$ cat config.mk
export PLATFORM = sky130hd
export DESIGN_NAME = rom_dump
export DESIGN_NICKNAME = d
export VERILOG_FILES = /design/src/rtl/rom_dump.sv
export SDC_FILE = /design/constraint.sdc
export NUM_CORES = 1
export LEC_CHECK = 0
export CAP_MARGIN = 20
export CORE_MARGIN = 2
export CORE_UTILIZATION = 50
export CTS_BUF_LIST = sky130_fd_sc_hd__clkbuf_8
export DETAILED_ROUTE_END_ITERATION = 7
export PLACE_DENSITY_LB_ADDON = 0.05
export REMOVE_ABC_BUFFERS = 1
export SLEW_MARGIN = 30
export SYNTH_ARGS = -nofsm -noshare
export SYNTH_HDL_FRONTEND = slang
export SYNTH_SLANG_ARGS = --single-unit
$ cat constraint.sdc
create_clock -name clk -period 2.4 [get_ports clk]
set_input_delay 0.48 -clock clk [delete_from_list [all_inputs] [get_ports clk]]
set_output_delay 0.48 -clock clk [all_outputs]
set_load 0.01 [all_outputs]
$ cat src/rtl/rom_dump.sv
// rom_dump: reads a block of 16-bit memory words and streams them as high/low byte pairs.
module rom_dump #(
  parameter int AW = 16,
  parameter int DW = 16,
  parameter int LW = 16
) (
  input  logic          clk,
  input  logic          rst_n,
  input  logic          start,
  input  logic [AW-1:0] base_addr,
  input  logic [LW-1:0] length,
  output logic [AW-1:0] mem_addr,
  output logic          mem_en,
  input  logic [DW-1:0] mem_rdata,
  output logic [7:0]    tx_data,
  output logic          tx_valid,
  input  logic          tx_ready,
  output logic          busy,
  output logic          done
);
  localparam logic [2:0] IDLE = 3'd0;
  localparam logic [2:0] RD   = 3'd1;
  localparam logic [2:0] LAT  = 3'd2;
  localparam logic [2:0] HI   = 3'd3;
  localparam logic [2:0] LO   = 3'd4;
  localparam logic [2:0] DONE = 3'd5;
  logic [2:0]    state_q, state_d;
  logic [AW-1:0] addr_q, addr_d;
  logic [LW-1:0] cnt_q, cnt_d;
  logic [DW-1:0] word_q, word_d;
  always_comb begin
    state_d = state_q;
    addr_d  = addr_q;
    cnt_d   = cnt_q;
    word_d  = word_q;
    case (state_q)
      IDLE: if (start) begin
        state_d = (length == '0) ? DONE : RD;
        addr_d  = (length == '0) ? addr_q : base_addr;
        cnt_d   = (length == '0) ? cnt_q : length;
      end
      RD:   state_d = LAT;
      LAT:  begin
        word_d  = mem_rdata;
        state_d = HI;
      end
      HI:   state_d = tx_ready ? LO : HI;
      LO:   if (tx_ready) begin
        state_d = (cnt_q == LW'(1)) ? DONE : RD;
        cnt_d   = (cnt_q == LW'(1)) ? cnt_q : cnt_q - LW'(1);
        addr_d  = (cnt_q == LW'(1)) ? addr_q : addr_q + AW'(1);
      end
      DONE: state_d = IDLE;
      default: state_d = IDLE;
    endcase
  end
  always_ff @(posedge clk) begin
    if (!rst_n) begin
      state_q <= IDLE;
      addr_q  <= '0;
      cnt_q   <= '0;
      word_q  <= '0;
    end else begin
      state_q <= state_d;
      addr_q  <= addr_d;
      cnt_q   <= cnt_d;
      word_q  <= word_d;
    end
  end
  // Outputs are pure decodes of flopped state, so tx_ready/start never reach them.
  assign mem_addr = addr_q;
  assign mem_en   = (state_q == RD);
  assign tx_valid = (state_q == HI) || (state_q == LO);
  assign tx_data  = (state_q == HI) ? word_q[DW-1:DW-8] : (state_q == LO) ? word_q[7:0] : 8'h00;
  assign busy     = (state_q != IDLE);
  assign done     = (state_q == DONE);
endmodule

Fig. 1: run 1, gate families picked out
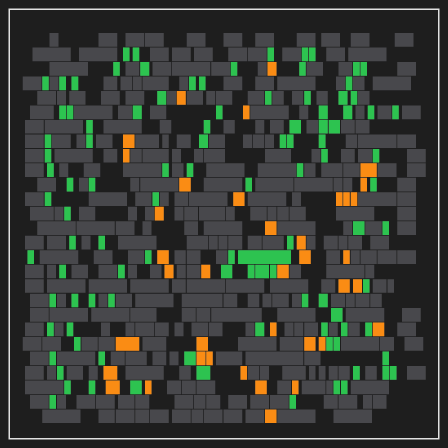
Key: orange = nor cells [cells 38]; green = nand cells [cells 103, where all over the die]

Fig. 2: run 1, sequential cells grouped by signal name
Bar = 20 um. Other sequential cells in the stronger gray, the rest of the logic in the fainter gray.
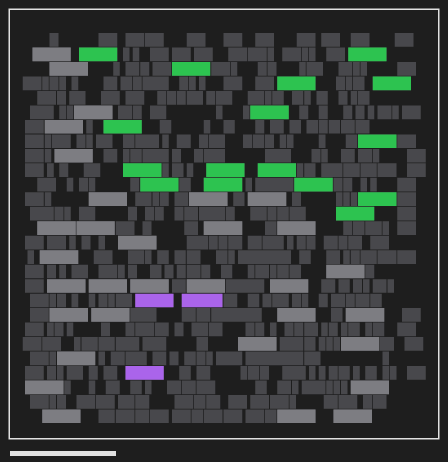
Key: purple = state_q [sequential cells 3]; green = mem_addr [sequential cells 16]

Fig. 3: run 1, routed metal, one color a layer
Bar = 20 um. Only two layers are drawn.
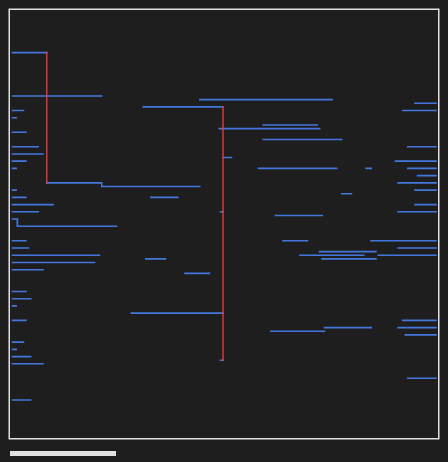
Key: red = M4 [wire length 72.1 um]; blue = M3 [wire length 483 um]

run 1: cell usage after synthesis, drive strengths merged, types with 2 or more instances:
cell type,instances,share of area
nor2,13,0.017
nand4,2,0.0043
a22o,8,0.024
o31a,2,0.0060
buf,10,0.020
o41ai,2,0.0060
o21a,5,0.013
o21ai,6,0.010
dfxtp,51,0.35
nor3,8,0.014
nand3,10,0.017
or2,2,0.0043
nand2,83,0.11
or3,8,0.017
inv,5,0.0064
and3,4,0.0086
o31ai,15,0.039
o211ai,4,0.010
or3b,2,0.0060
ha,3,0.013
and4,2,0.0060
nand2b,5,0.011
nor3b,3,0.0077
a31oi,2,0.0043
nor4,9,0.019
nor2b,4,0.0086
o22ai,11,0.024
nand3b,2,0.0051
o32ai,9,0.027
and3b,2,0.0060
mux2i,2,0.0069
or4,2,0.0077
a211oi,3,0.0094
clkbuf,22,0.028
a21oi,56,0.096
o221a,2,0.0077
run 1: through the flow:
step	utilization	instance area, um2	cells	hold WS (ns)	power, mW
global route	0.710	3960	532	0.475	2.29
CTS	0.704	3930	529	0.460	2.18
detailed placement	0.682	3800	521	0.449	1.56
global placement	0.682	3800	521	0.442	1.54
floorplan	-	2780	355	0.436	1.28
finish	0.710	3960	532	0.457	2.17
run 1: final timing paths:
kind / slack [ns] / from / endpoint / cells past startpoint
worst max-delay path: 0.07 / state_q[0] / tx_data[0] / 5
worst min-delay path: 0.46 / word_q[7] / word_q[7] / 2
worst max register to register: 0.28 / cnt_q[7] / cnt_q[15] / 5
worst min register to register: 0.46 / word_q[7] / word_q[7] / 2
run 1: final cells by class:
cell class / instances / area share
clock inverters: 2 / 0.00886
multi-input cells: 299 / 0.441
clock buffers: 6 / 0.0209
inverters: 5 / 0.00474
well taps: 72 / 0.0228
repair buffers: 97 / 0.243
flip-flops and latches: 51 / 0.258
==> Slide: Implementation Results, run 1 <==
Run Summary

Detailed routing
  – Remaining DRCs: 0
  – Met3 wire length: 482 um
  – DR WL met2: 3.84 mm
  – Initial drt markers: 158
  – Vias: 3118
  – Routed vias/inst: 5.86

Pwr
  – Pwr Density: 549 nW/um2
  – Power Internal: 1.54 mW
  – Leak Pwr: 1.49 nW
  – Psw: 0.631 mW
  – Power Sequential: 0.973 mW

Clock network
  – Post-CTS setup buffer count: 0
  – Clock Pin Slew Worst Setup and Hold Paths: 0.09 ns
  – CTS root buffer: clkbuf_8
  – Hold_buf cts: 0
  – Sink Count: 51

Timing
  – Hold Vio Cnt, Final: 0
  – Fmax: 430 MHz
  – Setup Skew: 0.00898 ns

Cells and area
  – Commonest Layout Cell: nand2_1
  – Share of cells above drive strength 1: 0.0826
  – Fillers: 478
  – Nets: 514
  – Area growth syn-to-layout: 35.5%

Synth
  – Synth warn: 0
  – Number of library cell types mapped by synthesis: 48
  – Yosys stat chip area: 2920 um2
  – Synth logic family: AND-OR/OR-AND gates
  – Complex Gates by Area: 0.296
  – Yosys cell count: 387

Worst setup path
  – CP Max Fanout: 12
  – Worst EP arrival: 1.85 ns
  – CP Launch Type: flop
  – Critical path's largest stage delay: 0.54 ns
  – CP Class: reg -> out

Die
  – Num ports: 80
  – DIE WIDTH: 80.4 um
  – Placeable Area: 5570 um2
  – Row cnt: 27

GRT
  – Initial antenna violation count: 0
  – Top Usage Layer GRT: met2
  – First-pass GRT wire length: 12.9 mm

Place
  – I/O Buffers: 79
  – Pre-CTS setup slack: -0.0458 ns
  – RePlAce Congestion: 0.823

Outcome
  – Status: completed
==> run 2, diff against run 1 <==
Settings changed: RECOVER_POWER from default to 100.
Fig. 4: run 2, gate families picked out
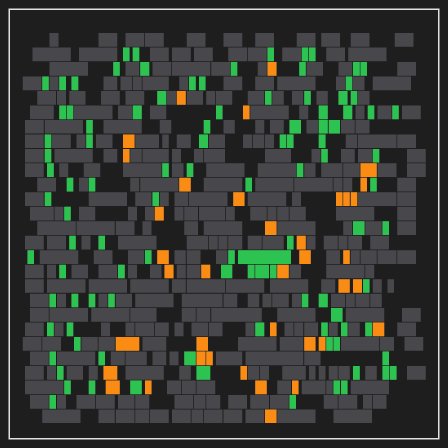
Key: orange = nor cells [cells 38]; green = nand cells [cells 103, where all over the die]

==> run 2 against run 1 <==
Compared with the run above: critical path depth is the same; combinational power decreased by 1%; clock power about the same; critical path type unchanged; critical endpoint unchanged; largest cell class unchanged.
==> Slide: Implementation Results, run 2 <==
Run Summary

Outcome
  – Status: completed (unchanged)

Synth
  – Area leader, netlist: dfxtp_1 (unchanged)
  – Yosys stat chip area: 2920 um2 (unchanged)
  – Area leader share: 0.350 (unchanged)
  – Most instantiated cells after synthesis: 83 x nand2_1, 56 x a21oi_1, 51 x dfxtp_1 (unchanged)
  – Cell area leaders: dfxtp_1 35%, nand2_1 11%, a21oi_1 9.6%, o31ai_1 3.9%, clkbuf_1 2.8% (unchanged)
  – Count leader, synth: nand2_1 (unchanged)

Timing
  – Fmax: 430 MHz (about the same)
  – Hold_ws: 0.457 ns (about the same)
  – Hold Vio Cnt, Final: 0 (unchanged)

Place
  – Placed Cells: 521 (unchanged)
  – RePlAce Congestion: 0.823 (unchanged)
  – Pre-CTS setup slack: -0.0458 ns (unchanged)
  – Area post-placement: 3800 um2 (unchanged)
  – I/O Buffers: 79 (unchanged)

Cells and area
  – Final instance area: 3950 um2 (was 3960 um2)
  – Commonest Layout Cell: nand2_1 (unchanged)
  – Area growth syn-to-layout: 35.4% (was 35.5%)
  – Share of cells above drive strength 1: 0.0826 (unchanged)
  – Core Util, Final: 0.709 (was 0.710)
  – Non-Filler Instances: 532 (unchanged)

GRT
  – First-pass GRT wire length: 12.9 mm (unchanged)

Die
  – Row cnt: 27 (unchanged)
  – DIE WIDTH: 80.4 um (unchanged)

Clock network
  – Clock Pin Slew Worst Setup and Hold Paths: 0.09 ns (about the same)
  – Sink Count: 51 (unchanged)

Pwr
  – Pwr Density: 547 nW/um2 (was 549 nW/um2)
  – Leak Pwr: 1.53 nW (was 1.49 nW)

Detailed routing
  – Routed vias/inst: 5.84 (was 5.86)
  – DR WL met2: 3.87 mm (was 3.84 mm)
  – Met3 wire length: 458 um (was 482 um)
  – Vias: 3109 (was 3118)

Worst setup path
  – Critical path's largest stage delay: 0.54 ns (about the same)
  – Worst EP arrival: 1.85 ns (about the same)
  – CP Class: reg -> out (unchanged)
-- run 2: cell counts after synthesis --
No cell type changed its count.
-- run 2: repair_timing --
| action | in CTS | in global routing |
|---|---|---|
| setup buffers | 0 | 3 |
| hold buffers | 0 | 0 |
| cloned | 0 | 0 |
| setup endpoints to repair | 9 | 9 |
| gates resized | 3 | 3 |
-- run 2: layout make-up --
class	instances	area share
tap	72	0.0228
clock inverter	2	0.00886
clock buffer	6	0.0209
multi-input combinational	299	0.441
inverter	5	0.00475
timing repair buffer	97	0.243
sequential	51	0.259
-- run 2: final timing paths --
kind                            startpoint         end  slack (ns)  depth (start not counted)
worst max-delay path            state_q[0]  tx_data[0]        0.07                          5
worst min-delay path             word_q[7]   word_q[7]        0.46                          2
worst max register to register    cnt_q[7]   cnt_q[15]        0.26                          5
worst min register to register   word_q[7]   word_q[7]        0.46                          2
-- run 2: report_power, final --
| part | leakage (nW) | internal, mW | switching [mW] |
|---|---|---|---|
| Combinational | 1.05 | 0.283 | 0.282 |
| Sequential | 0.418 | 0.913 | 0.0595 |
| Clock | 0.0612 | 0.338 | 0.288 |
| Total | 1.53 | 1.53 | 0.629 |
-- run 2: cells by family (layout without fill, tap and decap cells) --
group / count (synthesis) / count (layout) / synth area share
multiplexers: 2 / 2 / 0.00686
AND/OR/NAND/NOR: 164 / 164 / 0.280
AND-OR/OR-AND: 130 / 130 / 0.296
flip-flops: 51 / 51 / 0.350
adder cells (fa/ha/maj): 3 / 3 / 0.0129
buffers and inverters: 37 / 110 / 0.0548
-- run 2: metal layers --
metal / GRT usage / vias to the layer above
met5: 0 / -
met4: 0.0610 / 0
li1: - / 1561
met1: 0.322 / 1459
met2: 0.425 / 82
met3: 0.0461 / 7
==> run 3, diff against run 2 <==
Settings changed: CORE_ASPECT_RATIO from default to 0.8, TNS_END_PERCENT from default to 30.
Fig. 5: run 3, cells colored by class
Bar = 20 um.
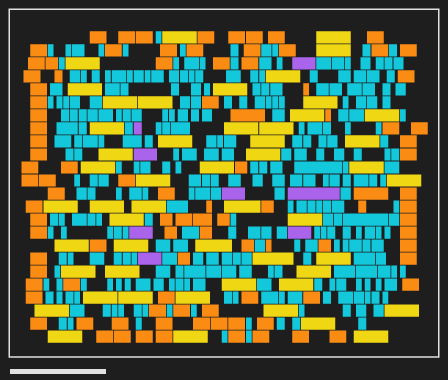
Key: yellow = registers [cells 51, share of their area 27%]; purple = clock drivers and dummy loads [cells 8, share of their area 3.1%]; cyan = remaining logic cells [cells 304, share of their area 46%]; orange = remaining buffers and delay cells [cells 98, share of their area 24%]

==> run 3 against run 2 <==
Compared with the run above: total power down 0.10%; via count up 1.0%; first-iteration DRC count up 25%; register-to-register slack worse by 0.15 ns; critical path depth down 2; clock power up 0.6%; clock skew down 0.0046 ns; highest routed layer unchanged; wire length up 3.2%; clock-buffer cell count unchanged; fmax about the same; cell area down 0.19%; sequential share of layout area up 0.18 points.
==> Slide: Implementation Results, run 3 <==
Run Summary

Worst setup path
  – Critical path's largest stage delay: 0.54 ns (about the same)
  – CP Class: reg -> out (unchanged)
  – CP Launch Type: flop (unchanged)
  – Worst EP arrival: 1.85 ns (about the same)

Cells and area
  – Fillers: 466 (was 479)
  – Final instance area: 3950 um2 (about the same)
  – Share of cells above drive strength 1: 0.0781 (was 0.0826)
  – Area growth syn-to-layout: 35.1% (was 35.4%)
  – Non-Filler Instances: 539 (was 532)
  – Core Util, Final: 0.710 (was 0.709)

Detailed routing
  – Remaining DRCs: 0 (unchanged)
  – Initial drt markers: 202 (was 162)
  – Routed vias/inst: 5.83 (was 5.84)

Pwr
  – Leak Pwr: 1.48 nW (was 1.53 nW)
  – Logic pwr share: 0.255 (was 0.261)
  – Switching share of power: 0.296 (was 0.291)
  – Pwr Density: 547 nW/um2 (about the same)
  – Psw: 0.639 mW (was 0.629 mW)
  – Tot Pwr: 2.16 mW (about the same)

Clock network
  – Hold_buf cts: 0 (unchanged)
  – Post-CTS setup buffer count: 0 (unchanged)
  – Clock Pin Slew Worst Setup and Hold Paths: 0.09 ns (about the same)
  – CTS root buffer: clkbuf_8 (unchanged)

Place
  – Pre-CTS setup slack: 0.0640 ns (was -0.0458 ns)
  – Area post-placement: 3850 um2 (was 3800 um2)

GRT
  – Initial antenna violation count: 0 (unchanged)
  – First-pass GRT wire length: 13.2 mm (was 12.9 mm)

Timing
  – Hold_ws: 0.458 ns (was 0.457 ns)
  – Setup Skew: 0.00386 ns (was 0.00848 ns)

Synth
  – Area leader, netlist: dfxtp_1 (unchanged)
  – Number of library cell types mapped by synthesis: 48 (unchanged)
  – Cell area leaders: dfxtp_1 35%, nand2_1 11%, a21oi_1 9.6%, o31ai_1 3.9%, clkbuf_1 2.8% (unchanged)
  – Area leader share: 0.350 (unchanged)
  – Yosys cell count: 387 (unchanged)
  – Most instantiated cells after synthesis: 83 x nand2_1, 56 x a21oi_1, 51 x dfxtp_1 (unchanged)

Die
  – Placeable Area: 5560 um2 (was 5570 um2)

Outcome
  – Status: completed (unchanged)
## run 3: routing by layer
| layer | up-vias | part of all wire | wire length, um | global-route usage |
|---|---|---|---|---|
| li1 | 1569 | - | - | - |
| met1 | 1468 | 0.47 | 3830 | 0.364 |
| met2 | 93 | 0.46 | 3690 | 0.390 |
| met3 | 10 | 0.060 | 485 | 0.0489 |
| met4 | 0 | 0.011 | 91 | 0.0862 |
| met5 | - | 0 | 0 | 0 |
## run 3: area by class of cell
type | count | area share
Inverter | 5 | 0.00476
Clock buffer | 6 | 0.0209
Clock inverter | 2 | 0.00888
Multi-Input combinational cell | 299 | 0.442
Timing Repair Buffer | 98 | 0.239
Sequential cell | 51 | 0.260
Tap cell | 78 | 0.0247
## run 3: final timing paths
kind	end	cells past startpoint	startpoint	slack (ns)
setup reg to reg	cnt_q[1]	6	cnt_q[7]	0.11
hold / removal	word_q[4]	2	word_q[4]	0.46
setup / recovery	tx_data[3]	3	state_q[0]	0.07
hold reg to reg	word_q[4]	2	word_q[4]	0.46
## run 3: power groups by stage
| stage | Clock, mW | Combinational, mW | Sequential, mW |
|---|---|---|---|
| after floorplan | 0 | 0.289 | 0.995 |
| after global placement | 0 | 0.564 | 0.997 |
| after detailed placement | 0 | 0.575 | 0.999 |
| after global routing | 0.669 | 0.600 | 0.992 |
| after CTS | 0.638 | 0.578 | 0.981 |
| final | 0.629 | 0.550 | 0.981 |
## run 3: cell families (layout without fill, tap and decap cells)
group | count (synthesis) | in the layout | share of synthesized area
simple gates | 164 | 164 | 0.280
compound gates | 130 | 130 | 0.296
flops | 51 | 51 | 0.350
buf+inv | 37 | 111 | 0.0548
fa+ha+maj | 3 | 3 | 0.0129
mux | 2 | 2 | 0.00686
Power and IR drop assume default switching activity.
